--- src/rtl/icache_direct_mapped.sv ---
// Direct-mapped read-only instruction cache, one 32-bit word per frame, single-word refill.
// Optional hit/miss counters are compiled in when ICACHE_STATS_EN is defined.
module icache_direct_mapped #(
   parameter int SETS  = 16,
   parameter int CPUID = 0
) (
   input  logic        CLK,
   input  logic        RST,
   input  logic        imemREN,
   input  logic [31:0] imemaddr,
   output logic        ihit,
   output logic [31:0] imemload,
   output logic        iREN,
   output logic [31:0] iaddr,
   input  logic        iwait,
   input  logic [31:0] iload
`ifdef ICACHE_STATS_EN
   ,
   output logic [31:0] hit_count,
   output logic [31:0] miss_count
`endif
);
   localparam int IW = $clog2(SETS);
   localparam int TW = 30 - IW;
   localparam logic [0:0] IDLE  = 1'b0;
   localparam logic [0:0] FETCH = 1'b1;

   // Slot selection in the shared ccif arrays is done by the wrapper.
   localparam int unused_cpuid = CPUID;

   logic [0:0]      state_q, state_d;
   logic [31:2]     faddr_q, faddr_d;
   logic [SETS-1:0] valid_q, valid_d;
   logic [TW-1:0]   tag_mem  [SETS];
   logic [31:0]     data_mem [SETS];

   logic [IW-1:0] idx, fidx;
   logic [TW-1:0] tag, ftag;
   logic          hit, fill;
   logic [1:0]    unused_offset;

   assign idx           = imemaddr[IW+1:2];
   assign tag           = imemaddr[31:IW+2];
   assign fidx          = faddr_q[IW+1:2];
   assign ftag          = faddr_q[31:IW+2];
   assign unused_offset = imemaddr[1:0];

   assign hit      = imemREN && valid_q[idx] && (tag_mem[idx] == tag);
   assign ihit     = hit && (state_q == IDLE);
   assign imemload = ihit ? data_mem[idx] : 32'h0;
   assign fill     = (state_q == FETCH) && !iwait;

   // The refill address is latched so a moving fetch address cannot corrupt the fill.
   assign iREN  = (state_q == FETCH);
   assign iaddr = iREN ? {faddr_q, 2'b00} : 32'h0;

   always_comb begin
      state_d = state_q;
      faddr_d = faddr_q;
      valid_d = valid_q;
      case (state_q)
         IDLE: begin
            if (imemREN && !hit) begin
               state_d = FETCH;
               faddr_d = imemaddr[31:2];
            end
         end
         default: begin
            if (!iwait) begin
               valid_d[fidx] = 1'b1;
               state_d       = IDLE;
            end
         end
      endcase
   end

   always_ff @(posedge CLK or posedge RST) begin
      if (RST) begin
         state_q <= IDLE;
         faddr_q <= '0;
         valid_q <= '0;
      end else begin
         state_q <= state_d;
         faddr_q <= faddr_d;
         valid_q <= valid_d;
      end
   end

   always_ff @(posedge CLK) begin
      if (fill) begin
         tag_mem[fidx]  <= ftag;
         data_mem[fidx] <= iload;
      end
   end

`ifdef ICACHE_STATS_EN
   logic        was_fetch_q;
   logic [31:0] hit_count_q, hit_count_d;
   logic [31:0] miss_count_q, miss_count_d;

   // The hit that completes a refill is not counted as a hit.
   always_comb begin
      hit_count_d  = hit_count_q;
      miss_count_d = miss_count_q;
      if (ihit && !was_fetch_q && (hit_count_q != 32'hFFFF_FFFF))
         hit_count_d = hit_count_q + 32'd1;
      if ((state_q == IDLE) && (state_d == FETCH) && (miss_count_q != 32'hFFFF_FFFF))
         miss_count_d = miss_count_q + 32'd1;
   end

   always_ff @(posedge CLK or posedge RST) begin
      if (RST) begin
         was_fetch_q  <= 1'b0;
         hit_count_q  <= '0;
         miss_count_q <= '0;
      end else begin
         was_fetch_q  <= (state_q == FETCH);
         hit_count_q  <= hit_count_d;
         miss_count_q <= miss_count_d;
      end
   end

   assign hit_count  = hit_count_q;
   assign miss_count = miss_count_q;
`endif

endmodule

--- config.mk ---
export PLATFORM = sky130hd
export DESIGN_NAME = icache_direct_mapped
export DESIGN_NICKNAME = d
export VERILOG_FILES = /design/src/rtl/icache_direct_mapped.sv
export SDC_FILE = /design/constraint.sdc
export NUM_CORES = 1
export LEC_CHECK = 0
export ABC_AREA = 0
export CAP_MARGIN = 20
export CORE_MARGIN = 2
export CORE_UTILIZATION = 45
export DETAILED_ROUTE_END_ITERATION = 12
export PLACE_DENSITY_LB_ADDON = 0.05
export SYNTH_ARGS = -nofsm -noshare
export SYNTH_HDL_FRONTEND = slang
export SYNTH_SLANG_ARGS = --single-unit
--- constraint.sdc ---
create_clock -name CLK -period 14.6 [get_ports CLK]
set_clock_uncertainty 0.2 [all_clocks]
set_input_delay 1.46 -clock CLK [delete_from_list [all_inputs] [get_ports CLK]]
set_output_delay 1.46 -clock CLK [all_outputs]
set_load 0.03 [all_outputs]
run_1/met1.png
(1 px per um)
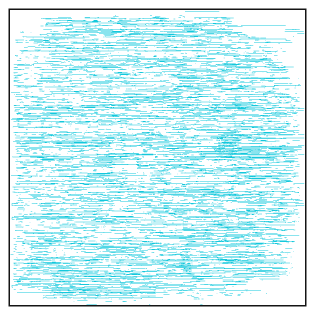
nets with wire on the layer: 1849
wire length on this layer: 38.8 mm
met1 GRT Util: 0.2843
Via Count: 17578
final wirelength: 90680 um

run_1/zoom.png
Region (209, 209) to (234, 234) um. Cells in gray, sequential cells in the stronger gray; small squares are vias.
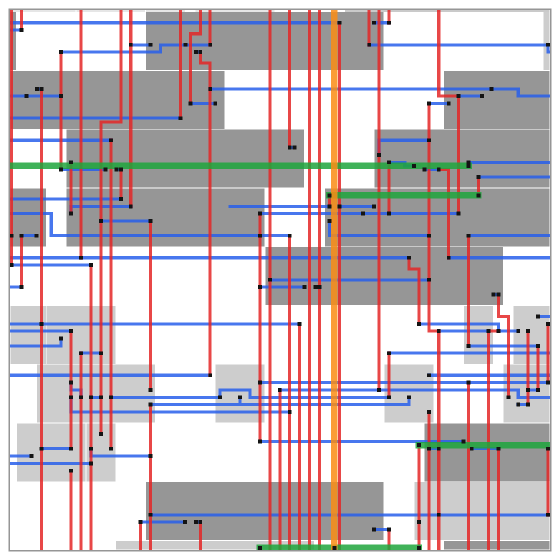
legend:
  orange:
    layer: met4
  blue:
    layer: met1
  green:
    layer: met3
  red:
    layer: met2
most frequent: edfxtp_1 (8), xnor2_1 (2)
cells with their middle in the window: 19
netlist names of flops here include: `tag_mem` (8), `faddr_q` (1)
sequential cells in the window: 9

==> reports/metrics.cfg, run 1 <==
[layout]
largest_cell_class = registers
clock_buf_inv_share = 0.07459
most_frequent_logic_cells_in_the_routed_design = sky130_fd_sc_hd__edfxtp_1 (928), sky130_fd_sc_hd__mux4_2 (251), sky130_fd_sc_hd__clkdlybuf4s50_1 (125)
final_common_cell = sky130_fd_sc_hd__edfxtp_1
signal_buffers = 170
post-route-cell-area_sq_um = 44120
largest-register = data_mem
sh_comb_area = 0.1967

[power_and_ir_drop]
power_clock_mw = 2.54
p_leak_nw = 14.08
power_mw = 6.372
power.clock.fraction = 0.399

[outcome]
status = complete, no violations

[critical_path]
crit_path_largest_cell_delay_ns = 0.88
critPathMostFrequentCell = sky130_fd_sc_hd__buf_4
timing.critical_path.arrival_ns = 6.48
end_kind = primary output
critPathBufInv = 5
critical_path_cell_by_cell = buf_8 > buf_4 > buf_4 > mux4_2 > a22oi_1 > nand3_1 > xnor2_1 > nand4_1 > nor2_1 > nand4b_1 > buf_4 > nor2b_1 > clkdlybuf4s50_1
timing.critical_path.required_ns = 12.94
critical_path.endpoint = imemload[18]

[logic_synthesis]
async_flop_share = 0.04821
ys_seq_elements = 975
yosys-top-cells-count = sky130_fd_sc_hd__edfxtp_1 (928), sky130_fd_sc_hd__mux4_2 (251), sky130_fd_sc_hd__mux2i_1 (65)
yosys_aoi_share = 0.01040
synth-edff-count = 928
yosys.area_share.adder = 0
synth_simple_gate_area_share = 0.02540

[route]
drc = 0
routed-wl-met2_um = 46710
drt-vias-per-instance = 5.681

[sta]
final_tally_of_hold_violations = 0
finalSetupTns_ns = 0
max_slew.worst_pin.slew_ns = 1.094
final_period_minus_worst_setup_slack_ns = 8.138
maxSlewHeadroom = 0.2708

[job]
cap_violations = 0

[grt]
first_global_vias = 18682

[worst_hold_path]
worstHoldPathType = reg2reg

[clocking]
clock-sinks = 975
clockRootBuffer = sky130_fd_sc_hd__clkbuf_16

[die]
fp.dieH_um = 295.1

run_1/final_congestion.png
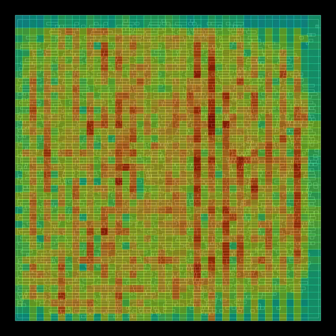
global routing usage summed across all routing layers: 0.2128
Post-Route Utilization: 0.5263
met2 global-route usage: 0.3696
per-cell routed wire length: 29.31 um
layer with the highest usage: met2

run_1/registers.png
(1.5 px per um) Other sequential cells in the stronger gray, the rest of the logic in the fainter gray.
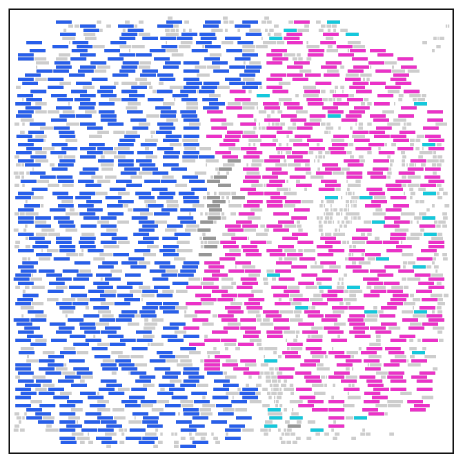

==> run 1 -> run 2 <==
==> constraint.sdc (replaced) <==
create_clock -name CLK -period 8.4 [get_ports CLK]
set_clock_uncertainty 0.2 [all_clocks]
set_input_delay 0.84 -clock CLK [delete_from_list [all_inputs] [get_ports CLK]]
set_output_delay 0.84 -clock CLK [all_outputs]
set_load 0.03 [all_outputs]
run_2/registers.png
(1.5 px per um) Other sequential cells in the stronger gray, the rest of the logic in the fainter gray.
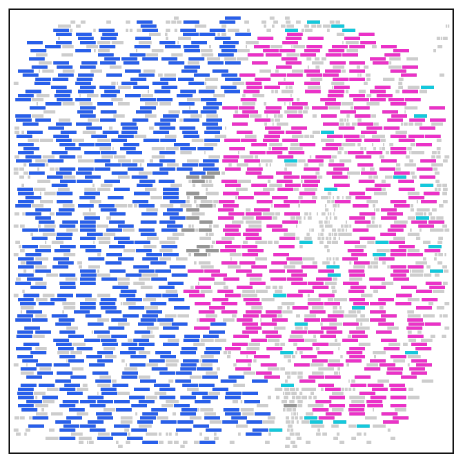
legend:
  magenta:
    signal: `tag_mem`
    placed_flops: 416
  blue:
    signal: `data_mem`
    placed_flops: 512
  cyan:
    signal: `faddr_q`
    placed_flops: 30
not colored: 17
Seq group: 5.81 mW
Reg area: 29040 sq um
Post-Route Utilization: 0.5262

run_2/zoom.png
Region (209, 209) to (234, 234) um. Cells in gray, sequential cells in the stronger gray; small squares are vias.
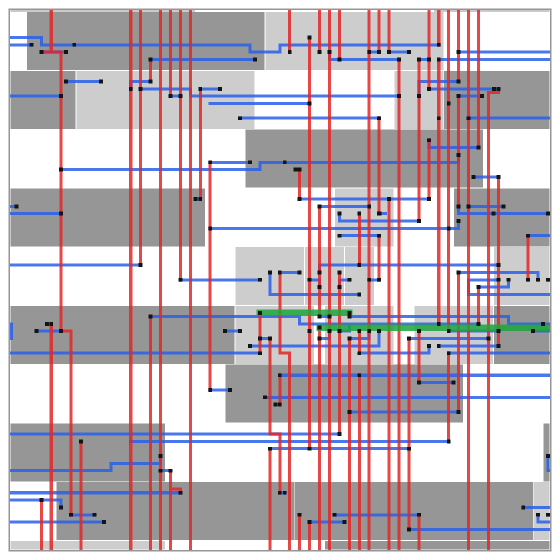

==> run 2 against run 1 <==
Net effect:
- sequential power increased by 74%
- hold slack got worse by 0.0037 ns
- sequential cell count unchanged
- non-clock buffer count increased by 9
- register-to-register slack got worse by 6.4 ns
- area after synthesis unchanged
- clock power increased by 72%
- first-iteration DRC count increased by 36%
- cell count increased by 0.29%
- clock-buffer cell count decreased by 3
- combinational power increased by 76%
- critical endpoint is now imemload[17]
- highest routed layer unchanged
==> reports/metrics.cfg, run 2 <==
[outcome]
status = complete, no violations

[layout]
largest-register = data_mem
final_common_cell = sky130_fd_sc_hd__edfxtp_1
most_frequent_logic_cells_in_the_routed_design = sky130_fd_sc_hd__edfxtp_1 (928), sky130_fd_sc_hd__mux4_2 (251), sky130_fd_sc_hd__clkdlybuf4s50_1 (125)
post-route-cell-area_sq_um = 44110  ; about the same

[logic_synthesis]
yosys_aoi_share = 0.01040  ; unchanged
yosys-top-cells-count = sky130_fd_sc_hd__edfxtp_1 (928), sky130_fd_sc_hd__mux4_2 (251), sky130_fd_sc_hd__mux2i_1 (65)

[grt]
first_global_vias = 18718  ; +0.19%
groute.layer.met2.usage = 0.3692  ; -0.0004017
grt_usage = 0.2158  ; +0.002955
grt_busiest_layer = met2

[die]
fp.dieH_um = 295.1  ; unchanged

[sta]
final_tally_of_hold_violations = 0  ; unchanged
maxSlewHeadroom = 0.2990  ; +0.02821

[worst_hold_path]
worstHoldPathType = reg2reg

[clocking]
clockRootBuffer = sky130_fd_sc_hd__clkbuf_16

[route]
wire_per_inst_um = 29.68  ; +1.3%
drc = 0  ; unchanged

[critical_path]
end_kind = primary output

[power_and_ir_drop]
power_clock_mw = 4.37  ; +72%

[job]
cap_violations = 0  ; unchanged

run_2/final_congestion.png
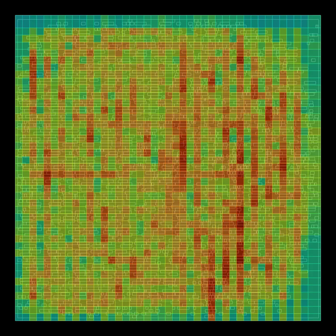

==> run 2 -> run 3 <==
==> constraint.sdc (replaced) <==
create_clock -name CLK -period 6.4 [get_ports CLK]
set_clock_uncertainty 0.2 [all_clocks]
set_input_delay 0.64 -clock CLK [delete_from_list [all_inputs] [get_ports CLK]]
set_output_delay 0.64 -clock CLK [all_outputs]
set_load 0.03 [all_outputs]
run_3/final_congestion.png
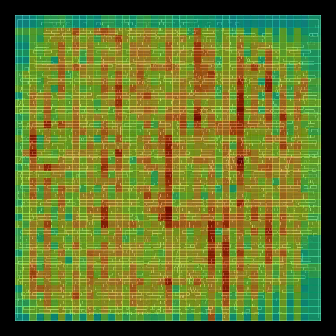
met2 global-route usage: 0.3559
global-route met3 utilization: 0.03421
met1 GRT Util: 0.2982
Post-Route Utilization: 0.5301
per-cell routed wire length: 29.33 um

run_3/zoom.png
Region (209, 209) to (234, 234) um. Cells in gray, sequential cells in the stronger gray; small squares are vias.
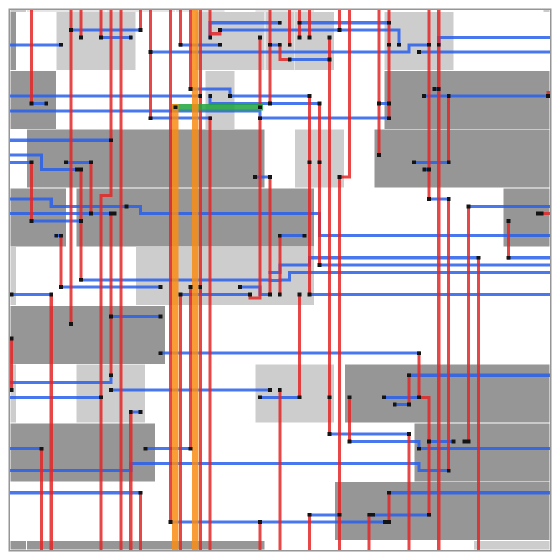

==> run 3 against run 2 <==
Net effect:
- clock power grew 34%
- critical path depth shrank 1
- global-route usage shrank 0.21 points
- die area is the same
- register-to-register slack lost 1.6 ns
- worst setup slack lost 1.2 ns
- power grew 33%
==> reports/metrics.cfg, run 3 <==
[critical_path]
timing.reg2reg.worst_path_depth = 8
crit_cells = 11
rr_startpoint = tag_mem[14][25]
end_kind = primary output
critical_path_cell_by_cell = buf_4 > nor2b_1 > a221oi_1 > o21a_1 > nor4_1 > o2111ai_1 > nor4_1 > nand4b_1 > buf_4 > nor2b_1 > clkdlybuf4s50_1
critical-path-top-delay-family = simple AND/OR/NAND/NOR gates
timing.critical_path.required_ns = 5.56
slack_of_the_worst_reg_to_reg_path_ns = 2.89

[logic_synthesis]
synth.yosys.seq_area_share = 0.7618
yosys_aoi_share = 0.01040  ; unchanged
postSynthCellCount = 1685
synthMostInstantiatedCell = sky130_fd_sc_hd__edfxtp_1
yosysCellCount = 1685
yosys-top-cells-count = sky130_fd_sc_hd__edfxtp_1 (928), sky130_fd_sc_hd__mux4_2 (251), sky130_fd_sc_hd__mux2i_1 (65)
synth_xor_xnor_area_share = 0.007581

[sta]
final_tally_of_hold_violations = 0  ; unchanged
final_tally_of_setup_violations = 0
maxSlewHeadroom = 0.3221  ; +0.02310

[clocking]
clock_tree.htree_level_count = 3
clockRootBuffer = sky130_fd_sc_hd__clkbuf_16
longest_clk_path_bufs = 3

[layout]
seq_area_sq_um = 29040  ; unchanged
bufAreaShareNonClock = 0.04230
design.final.nets = 1952
most_frequent_logic_cells_in_the_routed_design = sky130_fd_sc_hd__edfxtp_1 (928), sky130_fd_sc_hd__mux4_2 (251), sky130_fd_sc_hd__clkdlybuf4s50_1 (125)
largest-register = data_mem
post-route-cell-area_sq_um = 44430  ; +0.73%
final_common_cell = sky130_fd_sc_hd__edfxtp_1

[power_and_ir_drop]
powerSeq_mw = 7.62  ; +31%
power_clock_mw = 5.87  ; +34%

[job]
cap_violations = 0  ; unchanged
warning_count = 28

[route]
drc = 0  ; unchanged
detailroute.wirelength.met3_um = 3753
routed-wl-met2_um = 45580

[die]
die_w_um = 295.1
fp.dieH_um = 295.1  ; unchanged
fp.dieArea_sq_um = 87060

[outcome]
status = complete, no violations

[grt]
grt_busiest_layer = met2
first_global_vias = 18645  ; -0.39%
grt_pass1_wl_um = 132200
grt_usage = 0.2137  ; -0.002062

[worst_hold_path]
worstHoldPathType = reg2reg

Power figures rest on the tool's default switching activity, not on a simulated workload.
